--- src/rtl/maxpool_2x2_16_channel_if.sv ---
// Pixel stream bundle between the 16-channel 1x1 conv stage, the 2x2 max-pool and the next layer.
interface maxpool_2x2_16_channel_if #(
  parameter int unsigned Datawidth = 32
);
  logic                 valid_in;
  logic [Datawidth-1:0] In_0,  In_1,  In_2,  In_3,  In_4,  In_5,  In_6,  In_7;
  logic [Datawidth-1:0] In_8,  In_9,  In_10, In_11, In_12, In_13, In_14, In_15;
  logic                 valid_out;
  logic [Datawidth-1:0] Out_0, Out_1, Out_2,  Out_3,  Out_4,  Out_5,  Out_6,  Out_7;
  logic [Datawidth-1:0] Out_8, Out_9, Out_10, Out_11, Out_12, Out_13, Out_14, Out_15;

  modport master (
    output valid_in,
    output In_0, In_1, In_2, In_3, In_4, In_5, In_6, In_7,
    output In_8, In_9, In_10, In_11, In_12, In_13, In_14, In_15,
    input  valid_out,
    input  Out_0, Out_1, Out_2, Out_3, Out_4, Out_5, Out_6, Out_7,
    input  Out_8, Out_9, Out_10, Out_11, Out_12, Out_13, Out_14, Out_15
  );

  modport slave (
    input  valid_in,
    input  In_0, In_1, In_2, In_3, In_4, In_5, In_6, In_7,
    input  In_8, In_9, In_10, In_11, In_12, In_13, In_14, In_15,
    output valid_out,
    output Out_0, Out_1, Out_2, Out_3, Out_4, Out_5, Out_6, Out_7,
    output Out_8, Out_9, Out_10, Out_11, Out_12, Out_13, Out_14, Out_15
  );
endinterface

--- src/rtl/maxpool_2x2_16_channel.sv ---
// Streaming 2x2 stride-2 max-pool over 16 signed channels; one pooled pixel per completed window,
// using a per-channel holding register for the row pair and a half-width line buffer for the row above.
module maxpool_2x2_16_channel #(
  parameter int unsigned IMG_Width  = 3,
  parameter int unsigned IMG_Height = 3,
  parameter int unsigned Datawidth  = 32
) (
  input  logic                     clk,
  input  logic                     rst,
  maxpool_2x2_16_channel_if.slave  bus
);
  localparam int unsigned NCH     = 16;
  localparam int unsigned WP      = IMG_Width / 2;
  localparam int unsigned CW      = $clog2(IMG_Width);
  localparam int unsigned RW      = $clog2(IMG_Height);
  localparam int unsigned LBW     = (WP > 1) ? $clog2(WP) : 1;
  localparam bit          COL_ODD = (IMG_Width % 2) == 1;
  localparam bit          ROW_ODD = (IMG_Height % 2) == 1;

  typedef logic signed [Datawidth-1:0] smp_t;

  smp_t           in_s      [NCH];
  smp_t           h_q       [NCH];
  smp_t           h_d       [NCH];
  smp_t           out_q     [NCH];
  smp_t           out_d     [NCH];
  smp_t           hmax_c    [NCH];
  smp_t           linebuf_q [WP][NCH];
  logic [CW-1:0]  col_q, col_d;
  logic [RW-1:0]  row_q, row_d;
  logic           valid_q, valid_d;
  logic           lb_we_c;
  logic [LBW-1:0] lb_idx_c;
  logic           in_region_c;

  assign in_s[0]  = bus.In_0;   assign in_s[1]  = bus.In_1;
  assign in_s[2]  = bus.In_2;   assign in_s[3]  = bus.In_3;
  assign in_s[4]  = bus.In_4;   assign in_s[5]  = bus.In_5;
  assign in_s[6]  = bus.In_6;   assign in_s[7]  = bus.In_7;
  assign in_s[8]  = bus.In_8;   assign in_s[9]  = bus.In_9;
  assign in_s[10] = bus.In_10;  assign in_s[11] = bus.In_11;
  assign in_s[12] = bus.In_12;  assign in_s[13] = bus.In_13;
  assign in_s[14] = bus.In_14;  assign in_s[15] = bus.In_15;

  // The trailing column/row of an odd-sized map is counted but never pooled.
  assign in_region_c = (!COL_ODD || (col_q != CW'(IMG_Width - 1))) &&
                       (!ROW_ODD || (row_q != RW'(IMG_Height - 1)));
  assign lb_idx_c    = LBW'(col_q >> 1);

  always_comb begin
    col_d   = col_q;
    row_d   = row_q;
    h_d     = h_q;
    out_d   = out_q;
    valid_d = 1'b0;
    lb_we_c = 1'b0;
    for (int unsigned ch = 0; ch < NCH; ch++) begin
      hmax_c[ch] = (in_s[ch] > h_q[ch]) ? in_s[ch] : h_q[ch];
    end
    if (bus.valid_in) begin
      if (col_q == CW'(IMG_Width - 1)) begin
        col_d = '0;
        row_d = (row_q == RW'(IMG_Height - 1)) ? '0 : row_q + RW'(1);
      end else begin
        col_d = col_q + CW'(1);
      end
      if (in_region_c) begin
        if (!col_q[0]) begin
          h_d = in_s;
        end else if (!row_q[0]) begin
          lb_we_c = 1'b1;
        end else begin
          // Bottom-right pixel of a window: fold in the upper row pair from the line buffer.
          valid_d = 1'b1;
          for (int unsigned ch = 0; ch < NCH; ch++) begin
            out_d[ch] = (linebuf_q[lb_idx_c][ch] > hmax_c[ch]) ? linebuf_q[lb_idx_c][ch] : hmax_c[ch];
          end
        end
      end
    end
  end

  always_ff @(posedge clk or negedge rst) begin
    if (!rst) begin
      col_q   <= '0;
      row_q   <= '0;
      valid_q <= 1'b0;
      for (int unsigned ch = 0; ch < NCH; ch++) begin
        h_q[ch]   <= '0;
        out_q[ch] <= '0;
      end
    end else begin
      col_q   <= col_d;
      row_q   <= row_d;
      valid_q <= valid_d;
      h_q     <= h_d;
      out_q   <= out_d;
    end
  end

  // Line buffer is always written on an even row before the odd row reads it, so it needs no reset.
  always_ff @(posedge clk) begin
    if (lb_we_c) begin
      for (int unsigned ch = 0; ch < NCH; ch++) begin
        linebuf_q[lb_idx_c][ch] <= hmax_c[ch];
      end
    end
  end

  assign bus.valid_out = valid_q;
  assign bus.Out_0  = out_q[0];   assign bus.Out_1  = out_q[1];
  assign bus.Out_2  = out_q[2];   assign bus.Out_3  = out_q[3];
  assign bus.Out_4  = out_q[4];   assign bus.Out_5  = out_q[5];
  assign bus.Out_6  = out_q[6];   assign bus.Out_7  = out_q[7];
  assign bus.Out_8  = out_q[8];   assign bus.Out_9  = out_q[9];
  assign bus.Out_10 = out_q[10];  assign bus.Out_11 = out_q[11];
  assign bus.Out_12 = out_q[12];  assign bus.Out_13 = out_q[13];
  assign bus.Out_14 = out_q[14];  assign bus.Out_15 = out_q[15];
endmodule

--- src/flat_wrapper.sv ---
// flat-port wrapper written by rule: the top's interface ports become plain ports
module maxpool_2x2_16_channel_flat 
#(
  parameter int unsigned IMG_Width  = 3,
  parameter int unsigned IMG_Height = 3,
  parameter int unsigned Datawidth  = 32
)
  (clk, rst, bus_valid_in, bus_In_0, bus_In_1, bus_In_2, bus_In_3, bus_In_4, bus_In_5, bus_In_6, bus_In_7, bus_In_8, bus_In_9, bus_In_10, bus_In_11, bus_In_12, bus_In_13, bus_In_14, bus_In_15, bus_valid_out, bus_Out_0, bus_Out_1, bus_Out_2, bus_Out_3, bus_Out_4, bus_Out_5, bus_Out_6, bus_Out_7, bus_Out_8, bus_Out_9, bus_Out_10, bus_Out_11, bus_Out_12, bus_Out_13, bus_Out_14, bus_Out_15);
  maxpool_2x2_16_channel_if #(.Datawidth(Datawidth)) bus_i ();
  input  logic clk;
  input  logic rst;
  input wire logic [$bits(bus_i.valid_in)-1:0] bus_valid_in;
  input wire logic [$bits(bus_i.In_0)-1:0] bus_In_0;
  input wire logic [$bits(bus_i.In_1)-1:0] bus_In_1;
  input wire logic [$bits(bus_i.In_2)-1:0] bus_In_2;
  input wire logic [$bits(bus_i.In_3)-1:0] bus_In_3;
  input wire logic [$bits(bus_i.In_4)-1:0] bus_In_4;
  input wire logic [$bits(bus_i.In_5)-1:0] bus_In_5;
  input wire logic [$bits(bus_i.In_6)-1:0] bus_In_6;
  input wire logic [$bits(bus_i.In_7)-1:0] bus_In_7;
  input wire logic [$bits(bus_i.In_8)-1:0] bus_In_8;
  input wire logic [$bits(bus_i.In_9)-1:0] bus_In_9;
  input wire logic [$bits(bus_i.In_10)-1:0] bus_In_10;
  input wire logic [$bits(bus_i.In_11)-1:0] bus_In_11;
  input wire logic [$bits(bus_i.In_12)-1:0] bus_In_12;
  input wire logic [$bits(bus_i.In_13)-1:0] bus_In_13;
  input wire logic [$bits(bus_i.In_14)-1:0] bus_In_14;
  input wire logic [$bits(bus_i.In_15)-1:0] bus_In_15;
  output wire logic [$bits(bus_i.valid_out)-1:0] bus_valid_out;
  output wire logic [$bits(bus_i.Out_0)-1:0] bus_Out_0;
  output wire logic [$bits(bus_i.Out_1)-1:0] bus_Out_1;
  output wire logic [$bits(bus_i.Out_2)-1:0] bus_Out_2;
  output wire logic [$bits(bus_i.Out_3)-1:0] bus_Out_3;
  output wire logic [$bits(bus_i.Out_4)-1:0] bus_Out_4;
  output wire logic [$bits(bus_i.Out_5)-1:0] bus_Out_5;
  output wire logic [$bits(bus_i.Out_6)-1:0] bus_Out_6;
  output wire logic [$bits(bus_i.Out_7)-1:0] bus_Out_7;
  output wire logic [$bits(bus_i.Out_8)-1:0] bus_Out_8;
  output wire logic [$bits(bus_i.Out_9)-1:0] bus_Out_9;
  output wire logic [$bits(bus_i.Out_10)-1:0] bus_Out_10;
  output wire logic [$bits(bus_i.Out_11)-1:0] bus_Out_11;
  output wire logic [$bits(bus_i.Out_12)-1:0] bus_Out_12;
  output wire logic [$bits(bus_i.Out_13)-1:0] bus_Out_13;
  output wire logic [$bits(bus_i.Out_14)-1:0] bus_Out_14;
  output wire logic [$bits(bus_i.Out_15)-1:0] bus_Out_15;
  assign bus_i.valid_in = bus_valid_in;
  assign bus_i.In_0 = bus_In_0;
  assign bus_i.In_1 = bus_In_1;
  assign bus_i.In_2 = bus_In_2;
  assign bus_i.In_3 = bus_In_3;
  assign bus_i.In_4 = bus_In_4;
  assign bus_i.In_5 = bus_In_5;
  assign bus_i.In_6 = bus_In_6;
  assign bus_i.In_7 = bus_In_7;
  assign bus_i.In_8 = bus_In_8;
  assign bus_i.In_9 = bus_In_9;
  assign bus_i.In_10 = bus_In_10;
  assign bus_i.In_11 = bus_In_11;
  assign bus_i.In_12 = bus_In_12;
  assign bus_i.In_13 = bus_In_13;
  assign bus_i.In_14 = bus_In_14;
  assign bus_i.In_15 = bus_In_15;
  assign bus_valid_out = bus_i.valid_out;
  assign bus_Out_0 = bus_i.Out_0;
  assign bus_Out_1 = bus_i.Out_1;
  assign bus_Out_2 = bus_i.Out_2;
  assign bus_Out_3 = bus_i.Out_3;
  assign bus_Out_4 = bus_i.Out_4;
  assign bus_Out_5 = bus_i.Out_5;
  assign bus_Out_6 = bus_i.Out_6;
  assign bus_Out_7 = bus_i.Out_7;
  assign bus_Out_8 = bus_i.Out_8;
  assign bus_Out_9 = bus_i.Out_9;
  assign bus_Out_10 = bus_i.Out_10;
  assign bus_Out_11 = bus_i.Out_11;
  assign bus_Out_12 = bus_i.Out_12;
  assign bus_Out_13 = bus_i.Out_13;
  assign bus_Out_14 = bus_i.Out_14;
  assign bus_Out_15 = bus_i.Out_15;
  maxpool_2x2_16_channel #(.IMG_Width(IMG_Width), .IMG_Height(IMG_Height), .Datawidth(Datawidth)) u_core (.clk(clk), .rst(rst), .bus(bus_i));
endmodule
--- config.mk ---
export PLATFORM = sky130hd
export DESIGN_NAME = maxpool_2x2_16_channel_flat
export DESIGN_NICKNAME = d
export VERILOG_FILES = /design/src/rtl/maxpool_2x2_16_channel_if.sv /design/src/rtl/maxpool_2x2_16_channel.sv /design/src/flat_wrapper.sv
export SDC_FILE = /design/constraint.sdc
export NUM_CORES = 2
export LEC_CHECK = 0
export ABC_AREA = 1
export CAP_MARGIN = 15
export CORE_ASPECT_RATIO = 1.4
export CORE_MARGIN = 4
export CORE_UTILIZATION = 50
export DETAILED_ROUTE_END_ITERATION = 16
export PLACE_DENSITY = 0.72
export SLEW_MARGIN = 15
export SYNTH_ARGS = -nofsm -noshare
export SYNTH_HDL_FRONTEND = slang
export SYNTH_SLANG_ARGS = --single-unit
export TNS_END_PERCENT = 10
--- constraint.sdc ---
create_clock -name clk -period 48.7 [get_ports clk]
set_input_delay 9.74 -clock clk [delete_from_list [all_inputs] [get_ports clk]]
set_output_delay 9.74 -clock clk [all_outputs]
set_load 0.01 [all_outputs]
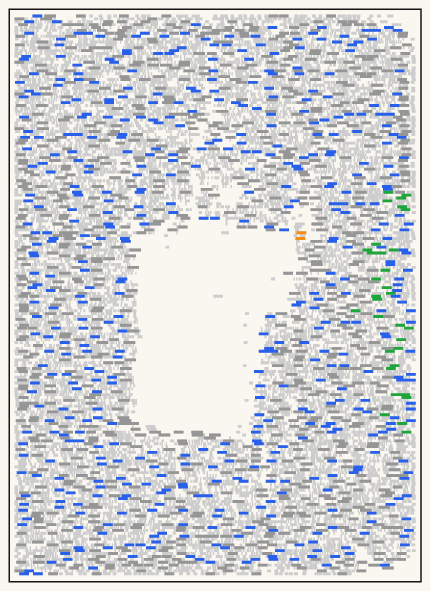
(where the registers sit)
[orange] u_core.row_q | flops: 2
[blue] u_core.h_q | flops: 512 | where: widely spread
[green] u_core.bus.Out_1 | flops: 32 | where: right middle
not colored: 995

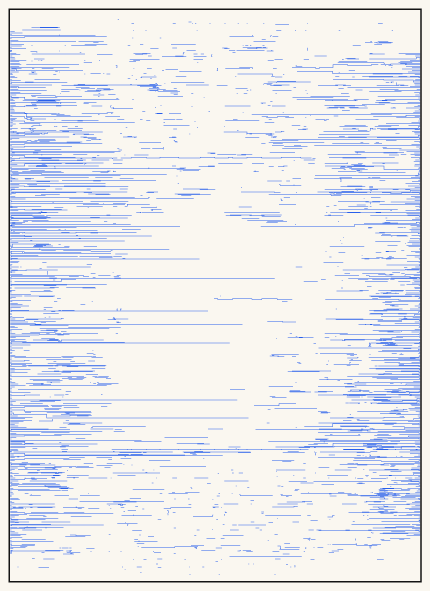
(metal 3)
nets with wire on the layer: 1,412
share of all routed wire: 11%

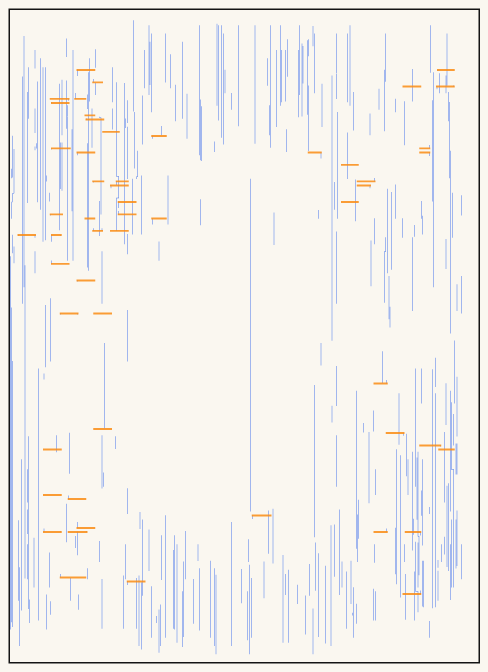
(wiring by layer)
Only two layers are drawn.
[blue] met4 | wire length: 15,500 µm
[orange] met5 | wire length: 665 µm
global-route usage over all layers: 30.5%
detailed-route wire length: 325 mm

## state kept, by name, summed over array words and instances, names as in the netlist, 32 cells and up
signal,count
u_core.bus.Out_4,32
u_core.bus.Out_0,32
u_core.h_q,512
u_core.bus.Out_6,32
u_core.bus.Out_1,32
u_core.bus.Out_10,32
u_core.bus.Out_13,32
u_core.bus.Out_12,32
u_core.bus.Out_15,32
u_core.bus.Out_11,32
u_core.bus.Out_9,32
u_core.linebuf_q,512
u_core.bus.Out_14,32
u_core.bus.Out_2,32
u_core.bus.Out_7,32
u_core.bus.Out_3,32
u_core.bus.Out_5,32
u_core.bus.Out_8,32
## Yosys cell counts
| cell | n | share of area [%] |
|---|---|---|
| sky130_fd_sc_hd__buf_4 | 9 | 0.068 |
| sky130_fd_sc_hd__buf_1 | 34 | 0.13 |
| sky130_fd_sc_hd__a21o_1 | 30 | 0.23 |
| sky130_fd_sc_hd__dfrtp_1 | 1029 | 26 |
| sky130_fd_sc_hd__o21a_1 | 50 | 0.38 |
| sky130_fd_sc_hd__o211ai_1 | 2 | 0.015 |
| sky130_fd_sc_hd__buf_6 | 3 | 0.034 |
| sky130_fd_sc_hd__nor2_1 | 802 | 3.0 |
| sky130_fd_sc_hd__nor3_1 | 19 | 0.095 |
| sky130_fd_sc_hd__nor2_2 | 1 | 0.0063 |
| sky130_fd_sc_hd__edfxtp_1 | 512 | 15 |
| sky130_fd_sc_hd__buf_2 | 161 | 0.81 |
| sky130_fd_sc_hd__ha_1 | 1024 | 13 |
| sky130_fd_sc_hd__nand2_1 | 4238 | 16 |
| sky130_fd_sc_hd__inv_2 | 2 | 0.0075 |
| sky130_fd_sc_hd__or3_1 | 1 | 0.0063 |
| sky130_fd_sc_hd__nand3_2 | 2 | 0.020 |
| sky130_fd_sc_hd__o21ai_0 | 102 | 0.51 |
| sky130_fd_sc_hd__o21bai_1 | 3 | 0.023 |
| sky130_fd_sc_hd__nand3_1 | 683 | 3.4 |
| sky130_fd_sc_hd__inv_1 | 2313 | 8.7 |
| sky130_fd_sc_hd__a21oi_1 | 939 | 4.7 |
| sky130_fd_sc_hd__nor3b_1 | 8 | 0.060 |
| sky130_fd_sc_hd__nand4_1 | 1043 | 6.5 |
| sky130_fd_sc_hd__nor4_2 | 2 | 0.025 |
| sky130_fd_sc_hd__and3_1 | 1 | 0.0063 |
| sky130_fd_sc_hd__clkbuf_1 | 397 | 1.5 |
## path summary, 6_finish.rpt
check	slack [ns]	endpoint	start	depth (start not counted)
setup / recovery	33.28	u_core.bus.Out_7[28]	bus_In_7[27]	25
hold reg to reg	0.47	u_core.bus.Out_8[9]	u_core.bus.Out_8[9]	2
hold / removal	0.47	u_core.bus.Out_8[9]	u_core.bus.Out_8[9]	2
min in group asynchronous	8.88	u_core.h_q[18]	rst	1
setup reg to reg	42.31	u_core.bus.Out_7[28]	u_core.h_q[287]	24
max in group asynchronous	35.68	u_core.bus.Out_7[19]	rst	6
## metal layers
metal	wire, µm	up-vias	GRT usage (%)
met5	665	-	0
met4	15500	108	14.2
met3	34700	761	9.74
met2	149000	3321	49.6
met1	125000	42676	36.8
li1	-	44805	-
==> flow_summary.ini <==
; yosys + openroad results
[outcome]
outcome = finished clean

[die]
n_tap_cell = 2646
floorplan.die_area_um2 = 207000

[logic_synthesis]
yosys_cells = 13410
adder_share_pct = 12.8
synth_cells = 13410
ys_sh_mux_pct = 0

[final_layout]
buffers_excl_clock = 1165
antenna_cells_inserted = 63
final_core_util_pct = 59.4

[power_and_ir_drop]
cellLeakagePower_nw = 65.2
power_switching_w = 0.00432
power.clock.fraction_pct = 15.0
p_comb_share_pct = 59.3
pwr.group.sequential_w = 0.00230

[sta]
grt_setup_unrepaired = false
whs_ns = 0.475
post-route-min-period_ns = 15.42
fin_setup_tns_ns = 0
final_hold_viol_count = 0
worst_slack_ns = 33.28

[placed_design]
placedInstanceArea_um2 = 112000
detailed_place_hpwl_mm = 230
portBuffers = 1027
pre_cts_ws_ns = 32.55

[critical_path]
crit_type = input pin to flop
cell_seen_most_often_among_critical_path_stages = sky130_fd_sc_hd__nand2_1
worst-path-max-fanout = 33

[clock_tree]
cts_root_buffer = sky130_fd_sc_hd__clkbuf_16
clockBufferDepth = 4

[run]
stage_log_warnings = 54

[route]
number_of_vias_after_detailed_routing = 91671
vias_per_cell = 5.39
drtIter0Drc = 7514
